==> run_1/layer_met1.png <==
Supply wires on this layer in grey.
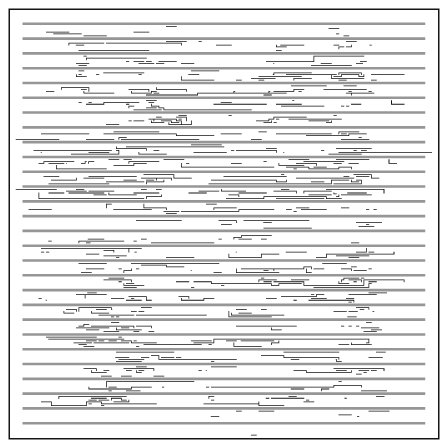
==> run_1/layer_met2.png <==
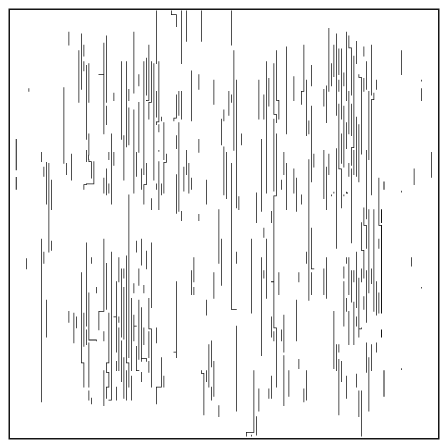
==> run_1/layer_met3.png <==
Bar = 20 um. Cells faint in the background.
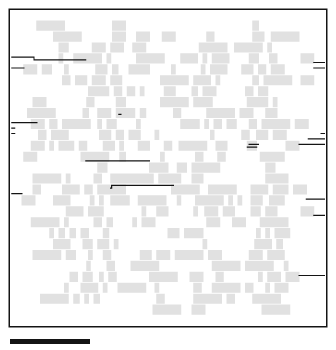
--- src/rtl/counter_pkg.sv ---
// Shared types and constants for the ripple-counter observer.
// Direction encoding, unit-step deltas and the modulo-16 delta helper.
package counter_pkg;

    typedef enum logic [1:0] {
        ST_IDLE,
        ST_ACQ,
        ST_LOCK
    } state_t;

    localparam logic       DIR_UP   = 1'b0;
    localparam logic       DIR_DN   = 1'b1;
    localparam logic [3:0] DELTA_UP = 4'd1;
    localparam logic [3:0] DELTA_DN = 4'd15;

    function automatic logic [3:0] delta4(input logic [3:0] a, input logic [3:0] b);
        return a - b;
    endfunction

endpackage

--- src/rtl/count_filter.sv ---
// Two-flop synchroniser plus stability filter for the asynchronous count bus.
// acc_valid is high on the edge where a candidate has held for STABLE cycles.
module count_filter #(
    parameter int STABLE = 2
) (
    input  logic       clk,
    input  logic       rst,
    input  logic [3:0] d,
    output logic       acc_valid,
    output logic [3:0] acc_value
);

    localparam logic [3:0] STABLE_C = 4'(STABLE);

    logic [3:0] s1;
    logic [3:0] s2;
    logic       v1;
    logic       v2;
    logic [3:0] cand;
    logic [3:0] cnt;
    logic       load;

    // A fresh candidate is taken when none is held or the synchronised value moved.
    assign load      = (cnt == 4'd0) || (s2 != cand);
    assign acc_valid = v2 && (load ? (STABLE_C == 4'd1) : (cnt == STABLE_C - 4'd1));
    assign acc_value = s2;

    always_ff @(posedge clk) begin
        if (rst) begin
            s1   <= 4'd0;
            s2   <= 4'd0;
            v1   <= 1'b0;
            v2   <= 1'b0;
            cand <= 4'd0;
            cnt  <= 4'd0;
        end else begin
            s1 <= d;
            s2 <= s1;
            v1 <= 1'b1;
            v2 <= v1;
            if (v2) begin
                if (load) begin
                    cand <= s2;
                    cnt  <= 4'd1;
                end else if (cnt != STABLE_C) begin
                    cnt <= cnt + 4'd1;
                end
            end
        end
    end

endmodule

--- src/rtl/counter_monitor.sv ---
// Observer for a 4-bit ripple up/down counter: filters the bus, recovers the
// direction and reports steps, reversals and illegal jumps.
module counter_monitor
    import counter_pkg::*;
#(
    parameter int STABLE = 2,
    parameter int NW     = 8
) (
    input  logic          C,
    input  logic          R,
    input  logic [3:0]    D,
    output logic [3:0]    Q,
    output logic          M,
    output logic          L,
    output logic          P,
    output logic          F,
    output logic          E,
    output logic [NW-1:0] N
);

    function automatic logic [NW-1:0] sat_inc(input logic [NW-1:0] x);
        return (x == {NW{1'b1}}) ? x : x + {{(NW-1){1'b0}}, 1'b1};
    endfunction

    logic       acc_valid;
    logic [3:0] acc_value;
    logic [3:0] dlt;
    state_t     state;
    state_t     state_n;
    logic [3:0] q_n;
    logic       m_n;
    logic       l_n;
    logic       p_n;
    logic       f_n;
    logic       e_n;

    count_filter #(
        .STABLE(STABLE)
    ) u_filter (
        .clk      (C),
        .rst      (R),
        .d        (D),
        .acc_valid(acc_valid),
        .acc_value(acc_value)
    );

    assign dlt = delta4(acc_value, Q);

    always_comb begin
        state_n = state;
        q_n     = Q;
        m_n     = M;
        l_n     = L;
        p_n     = 1'b0;
        f_n     = 1'b0;
        e_n     = 1'b0;
        if (acc_valid) begin
            q_n = acc_value;
            case (state)
                ST_IDLE: state_n = ST_ACQ;
                ST_ACQ: begin
                    if (dlt == DELTA_UP) begin
                        m_n     = DIR_UP;
                        l_n     = 1'b1;
                        p_n     = 1'b1;
                        state_n = ST_LOCK;
                    end else if (dlt == DELTA_DN) begin
                        m_n     = DIR_DN;
                        l_n     = 1'b1;
                        p_n     = 1'b1;
                        state_n = ST_LOCK;
                    end else if (dlt != 4'd0) begin
                        e_n = 1'b1;
                    end
                end
                ST_LOCK: begin
                    // Delta 0 is a re-accepted value after a transient: nothing happens.
                    if (dlt == 4'd0) begin
                        p_n = 1'b0;
                    end else if ((dlt == DELTA_UP && M == DIR_UP) ||
                                 (dlt == DELTA_DN && M == DIR_DN)) begin
                        p_n = 1'b1;
                    end else if (dlt == DELTA_UP || dlt == DELTA_DN) begin
                        m_n = ~M;
                        f_n = 1'b1;
                    end else begin
                        e_n     = 1'b1;
                        l_n     = 1'b0;
                        state_n = ST_ACQ;
                    end
                end
                default: state_n = ST_IDLE;
            endcase
        end
    end

    always_ff @(posedge C) begin
        if (R) begin
            state <= ST_IDLE;
            Q     <= 4'd0;
            M     <= DIR_UP;
            L     <= 1'b0;
            P     <= 1'b0;
            F     <= 1'b0;
            E     <= 1'b0;
            N     <= '0;
        end else begin
            state <= state_n;
            Q     <= q_n;
            M     <= m_n;
            L     <= l_n;
            P     <= p_n;
            F     <= f_n;
            E     <= e_n;
            if (e_n) begin
                N <= sat_inc(N);
            end
        end
    end

endmodule
--- config.mk ---
export PLATFORM = sky130hd
export DESIGN_NAME = counter_monitor
export DESIGN_NICKNAME = d
export VERILOG_FILES = /design/src/rtl/counter_pkg.sv /design/src/rtl/count_filter.sv /design/src/rtl/counter_monitor.sv
export SDC_FILE = /design/constraint.sdc
export NUM_CORES = 1
export LEC_CHECK = 0
export ABC_AREA = 0
export CAP_MARGIN = 20
export CELL_PAD_IN_SITES_DETAIL_PLACEMENT = 1
export CELL_PAD_IN_SITES_GLOBAL_PLACEMENT = 2
export CORE_MARGIN = 2
export CORE_UTILIZATION = 35
export DETAILED_ROUTE_END_ITERATION = 6
export PLACE_DENSITY_LB_ADDON = 0.05
export SLEW_MARGIN = 40
export SYNTH_ARGS = -nofsm -noshare
export SYNTH_HDL_FRONTEND = slang
export SYNTH_HIERARCHICAL = 1
export SYNTH_SLANG_ARGS = --single-unit
export TNS_END_PERCENT = 20
--- constraint.sdc ---
create_clock -name C -period 3.35 [get_ports C]
set_clock_uncertainty 0.15 [all_clocks]
set_input_delay 0.5025 -clock C [delete_from_list [all_inputs] [get_ports C]]
set_output_delay 0.5025 -clock C [all_outputs]
set_load 0.01 [all_outputs]
==> run_results.csv, run 1 <==
group,metric,value,unit
final_timing,hold_violations,0,
critical_path,rr_endpoint,"N[5]$_SDFFE_PP0P_",
route,wire_per_inst,14.42,um
floorplan,dieArea,6194,sq um
final_layout,layout_top_cell,"dfxtp_1",
cts,clock_latency,0.28,ns
min_path,whs_path_depth,1,
route,drtIter0Drc,37,
final_timing,layout_min_cycle_time,2.999,ns
logic_synthesis,synth_area_per_cell,9.574,sq um
floorplan,io_pins,23,
global_route,grt_start_max_net_pins,29,
global_route,grt_use_met3,2.727,%
final_layout,final_util,43.80,%
logic_synthesis,yosysSeqAreaShare,37.92,%
min_path,hold_class,"flop to flop",
critical_path,timing.rr.start,"u_filter/cnt[0]$_SDFFE_PP0P_",
final_timing,tightest_slew,0.5045,ns
global_route,first_global_vias,1626,
power,p_comb_share,7.9,%
cts,clockRootBuffer,"clkbuf_8",
power,peakVddDrop,0.0001925,V
power,combinationalPower,0.0735,mW
logic_synthesis,ys.flop_type,"dfxtp_1",
logic_synthesis,yosys_cells,204,
final_layout,final_layout_size_suffix_gt1_share,12.50,%
final_timing,period_used_share,89.51,%
final_layout,nFillCells,643,
critical_path,cp_cell_sequence,"inv_1 -> ha_1 -> a21oi_2 -> nand3_1 -> nor2_1 -> nand2_1 -> or2_4 -> a311o_1 -> nor3_2 -> nand3_1 -> mux2_4",
logic_synthesis,synthArstFlopShare,0,%
final_timing,max_slew_margin,66.26,%
global_route,antenna_found_initial,0,
route,highest_layer,"met4",
critical_path,critPathMostFrequentCell,"nand3_1",
cts,clockBufferDepth,2,
critical_path,worstRegToRegCells,11,
final_layout,fin_nets,250,
logic_synthesis,synthCells,204,
cts,cts_resized,0,
logic_synthesis,yosys_warnings,6,
logic_synthesis,numSynthFlops,37,
route,drc_errors,0,
logic_synthesis,most_common_cell,"dfxtp_1",
logic_synthesis,syn_nets,223,
logic_synthesis,yosysTopAreaCellShare,37.92,%
final_timing,fmax,333.5,MHz
final_layout,layout.cells.most_common_list,"37 x dfxtp_1, 22 x clkdlybuf4s50_1, 21 x nor2_1",
floorplan,die_x,78.70,um
power,p_sw,0.2124,mW
logic_synthesis,top_cells_by_area,"dfxtp_1 38%, ha_1 7.7%, mux2i_1 5.6%",
flow_run,warnings,32,
cts,cts_htree_levels,2,
floorplan,fp-utilization,35.91,%
logic_synthesis,syn_area,1953,sq um
global_route,grt_usage,15.77,%
critical_path,cp_slowest_cell,"dfxtp_1",
logic_synthesis,synthTopCellsByCount,"37 x dfxtp_1, 21 x nor2_1, 14 x nor2b_1",
critical_path,rrSetupSlack,0.35,ns
critical_path,cp.required,3.38,ns
route,vias_per_cell,5.069,
critical_path,critPathMaxStageDelay,0.43,ns
power,p_int,0.7235,mW
cts,clkSlewWorstSetupHoldPaths,0.08,ns
power,leakagePower,0.8964,nW
place,place_hpwl,3288,um
floorplan,die_h,78.70,um
final_timing,setup_violations,0,
power,pwr-share-clk,43.3,%
critical_path,worst-setup-path-type,"flop to flop",
critical_path,worst-path-buf-inv,1,
cts,postCtsSetupBuffers,0,
final_timing,grt_setup_unrepaired,"false",
logic_synthesis,synth_cell_type_count,52,
critical_path,arrival,3.03,ns
critical_path,start_kind,"flop",
cts,cts_hold_buf,0,
power,power.group.top,"sequential cells",
route,met3_length,98,um
final_layout,area_growth,21.97,%
final_timing,drv_slew,0,
logic_synthesis,largest_area_cell,"dfxtp_1",
logic_synthesis,ys_chip_area,1953,sq um
power,p_sw_share,22.70,%
final_layout,largest_register,"N",
global_route,grt-busiest-layer,"met2",
final_layout,antenna_cells,0,
route,dr.pass1.iters,4,
final_layout,largest_register_ffs,8,
route,dr_wl_met2,2200,um
critical_path,setup.worst_path.end_class,"flop",
min_path,min_to,"u_filter/acc_value[1]$_SDFF_PP0_",
critical_path,crit_fanout,7,
power,power_frac_seq,48.9,%
cts,cts_tree,"yes",
cts,cts_num_sinks,37,
power,powerSeq,0.457,mW
place,numPortBuffers,22,
global_route,overflow,0,
power,clk-power,0.405,mW
flow_run,max-cap-violations,0,
place,finalWeightedCongestion,0.7892,
route,routedLengthMet1,2043,um
power,powerDensity,392.9,nW/um^2
global_route,grt_pass1_wl,7748,um
critical_path,critPathTopFamily,"simple AND/OR/NAND/NOR gates",
logic_synthesis,edf_count,0,
cts,numCtsBuffers,5,
status,status,"finished, final reports clean",
floorplan,std_cell_rows,27,
floorplan,core_area,5439,sq um
min_path,hold_path_startpoint,"u_filter/s1[1]$_SDFF_PP0_",
route,detail-route-antenna-nets,0,
final_timing,setup_tns,0,ns
Notes on layer_met1.png above:
The longest straight run is 28.5 um. The wires run mostly horizontal.
DRT Wirelength: 4385 um
met1 GRT Util: 19.76%

Notes on layer_met2.png above:
213 nets have wire on it. The wires run mostly vertical. The layer carries 2200 um of wire. The layer holds 50% of the routed length.
routing usage on met2: 27.09%
Vias: 1541

Notes on layer_met3.png above:
The wires run mostly horizontal. The longest straight run is 15.9 um. 17 nets have wire on it. The layer holds 2.3% of the routed length. The layer carries 99.0 um of wire.

## run 1: final cells by class
| class | instances | area, sq um | share of cell area, % |
|---|---|---|---|
| Clock buffer | 6 | 82.58 | 3.466 |
| Clock inverter | 2 | 37.54 | 1.576 |
| Inverter | 11 | 41.29 | 1.733 |
| Multi-Input combinational cell | 151 | 1147 | 48.16 |
| Sequential cell | 37 | 740.7 | 31.09 |
| Tap cell | 72 | 90.09 | 3.782 |
| Timing Repair Buffer | 25 | 242.7 | 10.19 |
## run 1: through the flow
step	worst slack, ns	hold WS, ns	power [mW]	std cells	area (sq um)
CTS	0.3325	0.3016	0.9548	304	2382
global placement	0.4841	0.2671	0.5389	296	2262
detailed placement	0.3423	0.2812	0.5423	296	2262
finish	0.3513	0.2986	0.9359	304	2382
floorplan	0.6431	0.2638	0.5171	204	1953
global route	0.1179	0.3124	0.9855	304	2382
## run 1: cells by family after synthesis
kind of cell	count (synthesis)	synth area share (%)
compound gates	28	11.02
buf+inv	16	3.331
mux	13	6.983
simple gates	88	27.99
flops	37	37.92
xor+xnor	9	4.036
fa+ha+maj	13	8.712
## run 1: worst max path at each step
stage                     slack (ns)                end                    startpoint  cells after the start
after floorplan                 0.64  N[5]$_SDFFE_PP0P_  u_filter/cnt[0]$_SDFFE_PP0P_                     11
after global placement          0.48  N[5]$_SDFFE_PP0P_  u_filter/cnt[0]$_SDFFE_PP0P_                     11
after detailed placement        0.34  N[5]$_SDFFE_PP0P_  u_filter/cnt[0]$_SDFFE_PP0P_                     11
after CTS                       0.33  N[5]$_SDFFE_PP0P_  u_filter/cnt[0]$_SDFFE_PP0P_                     11
after global routing            0.12  N[5]$_SDFFE_PP0P_  u_filter/cnt[0]$_SDFFE_PP0P_                     11
final                           0.35  N[5]$_SDFFE_PP0P_  u_filter/cnt[0]$_SDFFE_PP0P_                     11
==> run 2: changes to the inputs <==
--- a/config.mk
+++ b/config.mk
@@ -12,6 +12,7 @@
 export CORE_MARGIN = 2
 export CORE_UTILIZATION = 35
 export DETAILED_ROUTE_END_ITERATION = 6
+export MAX_ROUTING_LAYER = met4
 export PLACE_DENSITY_LB_ADDON = 0.05
 export SLEW_MARGIN = 40
 export SYNTH_ARGS = -nofsm -noshare
==> run_2/logic_types.png <==
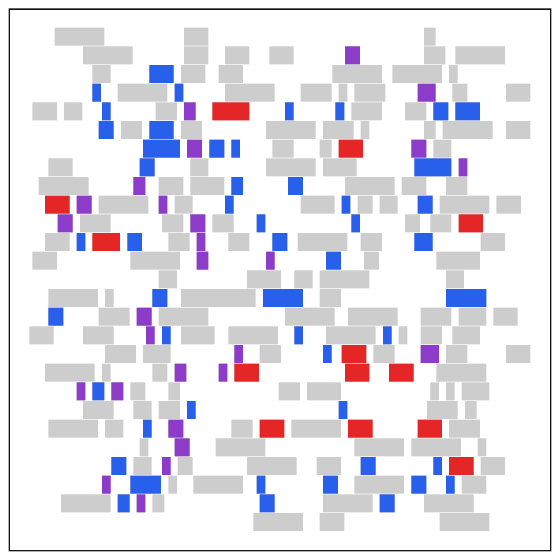
nand cells: marked purple, cells 27. mux cells: marked red, cells 13. nor cells: marked blue, cells 50, where widely spread.
combinational share of cell area: 48.16%
Final Non-Filler Cells: 304
Commonest Layout Cell: dfxtp_1

==> run 2 against run 1 <==
Count of clock-buffer cells in the layout unchanged. Combinational power about the same. Die size unchanged. Worst hold slack about the same. Largest cell class unchanged.
==> run_results.csv, run 2 <==
group,metric,value,unit
critical_path,crit_cells,11,
global_route,grt_use_met3,3.068,%
critical_path,worst-setup-path-type,"flop to flop",
logic_synthesis,synthCells,204,
critical_path,rr_endpoint,"N[5]$_SDFFE_PP0P_",
logic_synthesis,synth_area_per_cell,9.574,sq um
critical_path,start_kind,"flop",
logic_synthesis,syn_nets,223,
logic_synthesis,yosysSeqAreaShare,37.92,%
final_timing,grt_setup_unrepaired,"false",
place,numPortBuffers,22,
critical_path,cp.required,3.38,ns
route,drc_errors,0,
logic_synthesis,top_logic_kind,"simple AND/OR/NAND/NOR gates",
logic_synthesis,most_common_cell,"dfxtp_1",
power,leakagePower,0.8964,nW
route,dr_wl_met2,2205,um
final_layout,nFillCells,643,
logic_synthesis,syn_area,1953,sq um
floorplan,die_x,78.70,um
flow_run,max-cap-violations,0,
final_timing,period_used_share,89.58,%
floorplan,die_h,78.70,um
critical_path,setup.worst_path.end_class,"flop",
logic_synthesis,edf_count,0,
route,met3_length,97,um
logic_synthesis,adder_share,8.712,%
route,dr.pass1.iters,4,
cts,numCtsBuffers,5,
cts,clockRootBuffer,"clkbuf_8",
logic_synthesis,synth_cell_type_count,52,
global_route,overflow,0,
final_layout,layout.cells.most_common_list,"37 x dfxtp_1, 22 x clkdlybuf4s50_1, 21 x nor2_1",
global_route,grt_pass1_wl,7734,um
final_timing,setup_violations,0,
route,vias_per_cell,5.053,
cts,clkSlewWorstSetupHoldPaths,0.08,ns
power,peakVddDrop,0.0001920,V
power,powerDensity,392.5,nW/um^2
cts,postCtsSetupBuffers,0,
logic_synthesis,yosysTopAreaCellShare,37.92,%
critical_path,worst-path-buf-inv,1,
floorplan,std_cell_rows,27,
floorplan,dieArea,6194,sq um
critical_path,critPathMostFrequentCell,"nand3_1",
final_layout,final_layout_size_suffix_gt1_share,12.50,%
cts,cts_htree_levels,2,
cts,clockBufferDepth,2,
logic_synthesis,synthArstFlopShare,0,%
status,status,"finished, final reports clean",
critical_path,cp_slowest_cell,"dfxtp_1",
logic_synthesis,top_cells_by_area,"dfxtp_1 38%, ha_1 7.7%, mux2i_1 5.6%",
critical_path,critPathTopFamily,"simple AND/OR/NAND/NOR gates",
floorplan,core_area,5439,sq um
min_path,hold_class,"flop to flop",
place,place_inst,296,
critical_path,crit_path_end,"N[5]$_SDFFE_PP0P_",
global_route,grt_start_max_net_pins,29,
final_layout,antenna_cells,0,
route,routedLengthMet1,2054,um
final_timing,drv_slew,0,
route,drtIter0Drc,44,
logic_synthesis,numSynthFlops,37,
place,dp_slack,0.3423,ns
global_route,grt_usage,16.27,%
final_layout,largest_register_ffs,8,
critical_path,worstRegToRegCells,11,
final_timing,tightest_slew,0.5055,ns
route,detail-route-antenna-nets,0,
cts,cts_hold_buf,0,
logic_synthesis,largest_area_cell,"dfxtp_1",
final_timing,worst_slack,0.3490,ns
final_timing,hold_violations,0,
critical_path,critPathMaxStageDelay,0.43,ns
critical_path,arrival,3.03,ns
cts,cts_tree,"yes",
logic_synthesis,ys_sh_aoi,11.02,%
critical_path,cp_cell_sequence,"inv_1 -> ha_1 -> a21oi_2 -> nand3_1 -> nor2_1 -> nand2_1 -> or2_4 -> a311o_1 -> nor3_2 -> nand3_1 -> mux2_4",
final_timing,max_slew_margin,66.19,%
critical_path,crit_path_start,"u_filter/cnt[0]$_SDFFE_PP0P_",
global_route,grt-busiest-layer,"met2",
route,wl,4383,um
logic_synthesis,ys.flop_type,"dfxtp_1",
cts,cts_resized,0,
global_route,grt_use_met1,19.97,%
route,highest_layer,"met4",
logic_synthesis,simple_gate_share,27.99,%
final_layout,final_cell_area,2382,sq um
logic_synthesis,synthTopCellsByCount,"37 x dfxtp_1, 21 x nor2_1, 14 x nor2b_1",
floorplan,fp-utilization,35.91,%
place,finalWeightedCongestion,0.8003,
-- run 2: kinds of logic after synthesis --
logic type | Yosys count
AND/OR/NAND/NOR | 88
adder cells (fa/ha/maj) | 13
multiplexers | 13
XOR/XNOR | 9
buffers and inverters | 16
AND-OR/OR-AND | 28
flip-flops | 37
-- run 2: power breakdown --
part | switching, mW | internal [mW]
clock network | 0.162 | 0.242
registers | 0.00901 | 0.448
logic | 0.0405 | 0.0330
-- run 2: worst min path at each step --
stage	slack, ns	endpoint	cells past startpoint	from
2_1_floorplan	0.26	u_filter/acc_value[0]$_SDFF_PP0_	1	u_filter/s1[0]$_SDFF_PP0_
3_3_place_gp	0.27	u_filter/v2$_SDFF_PP0_	1	u_filter/v1$_DFF_P_
3_5_place_dp	0.28	u_filter/acc_value[1]$_SDFF_PP0_	1	u_filter/s1[1]$_SDFF_PP0_
5_1_grt	0.31	u_filter/v2$_SDFF_PP0_	1	u_filter/v1$_DFF_P_
6_report	0.30	u_filter/acc_value[1]$_SDFF_PP0_	1	u_filter/s1[1]$_SDFF_PP0_
4_1_cts	0.30	u_filter/acc_value[2]$_SDFF_PP0_	1	u_filter/s1[2]$_SDFF_PP0_
-- run 2: area by class of cell --
type	count	area [sq um]	share of cell area, %
Tap cell	72	90.09	3.782
Sequential cell	37	740.7	31.09
Clock inverter	2	37.54	1.576
Inverter	11	41.29	1.733
Clock buffer	6	82.58	3.466
Timing Repair Buffer	25	242.7	10.19
Multi-Input combinational cell	151	1147	48.16
-- run 2: metrics by stage --
stage                     hold WS [ns]  util [%]
after global placement          0.2671     41.59
after global routing            0.3125     43.80
after CTS                       0.3016     43.80
after floorplan                 0.2638         -
after detailed placement        0.2812     41.59
final                           0.2990     43.80
Power is estimated from default activity; no workload was simulated.
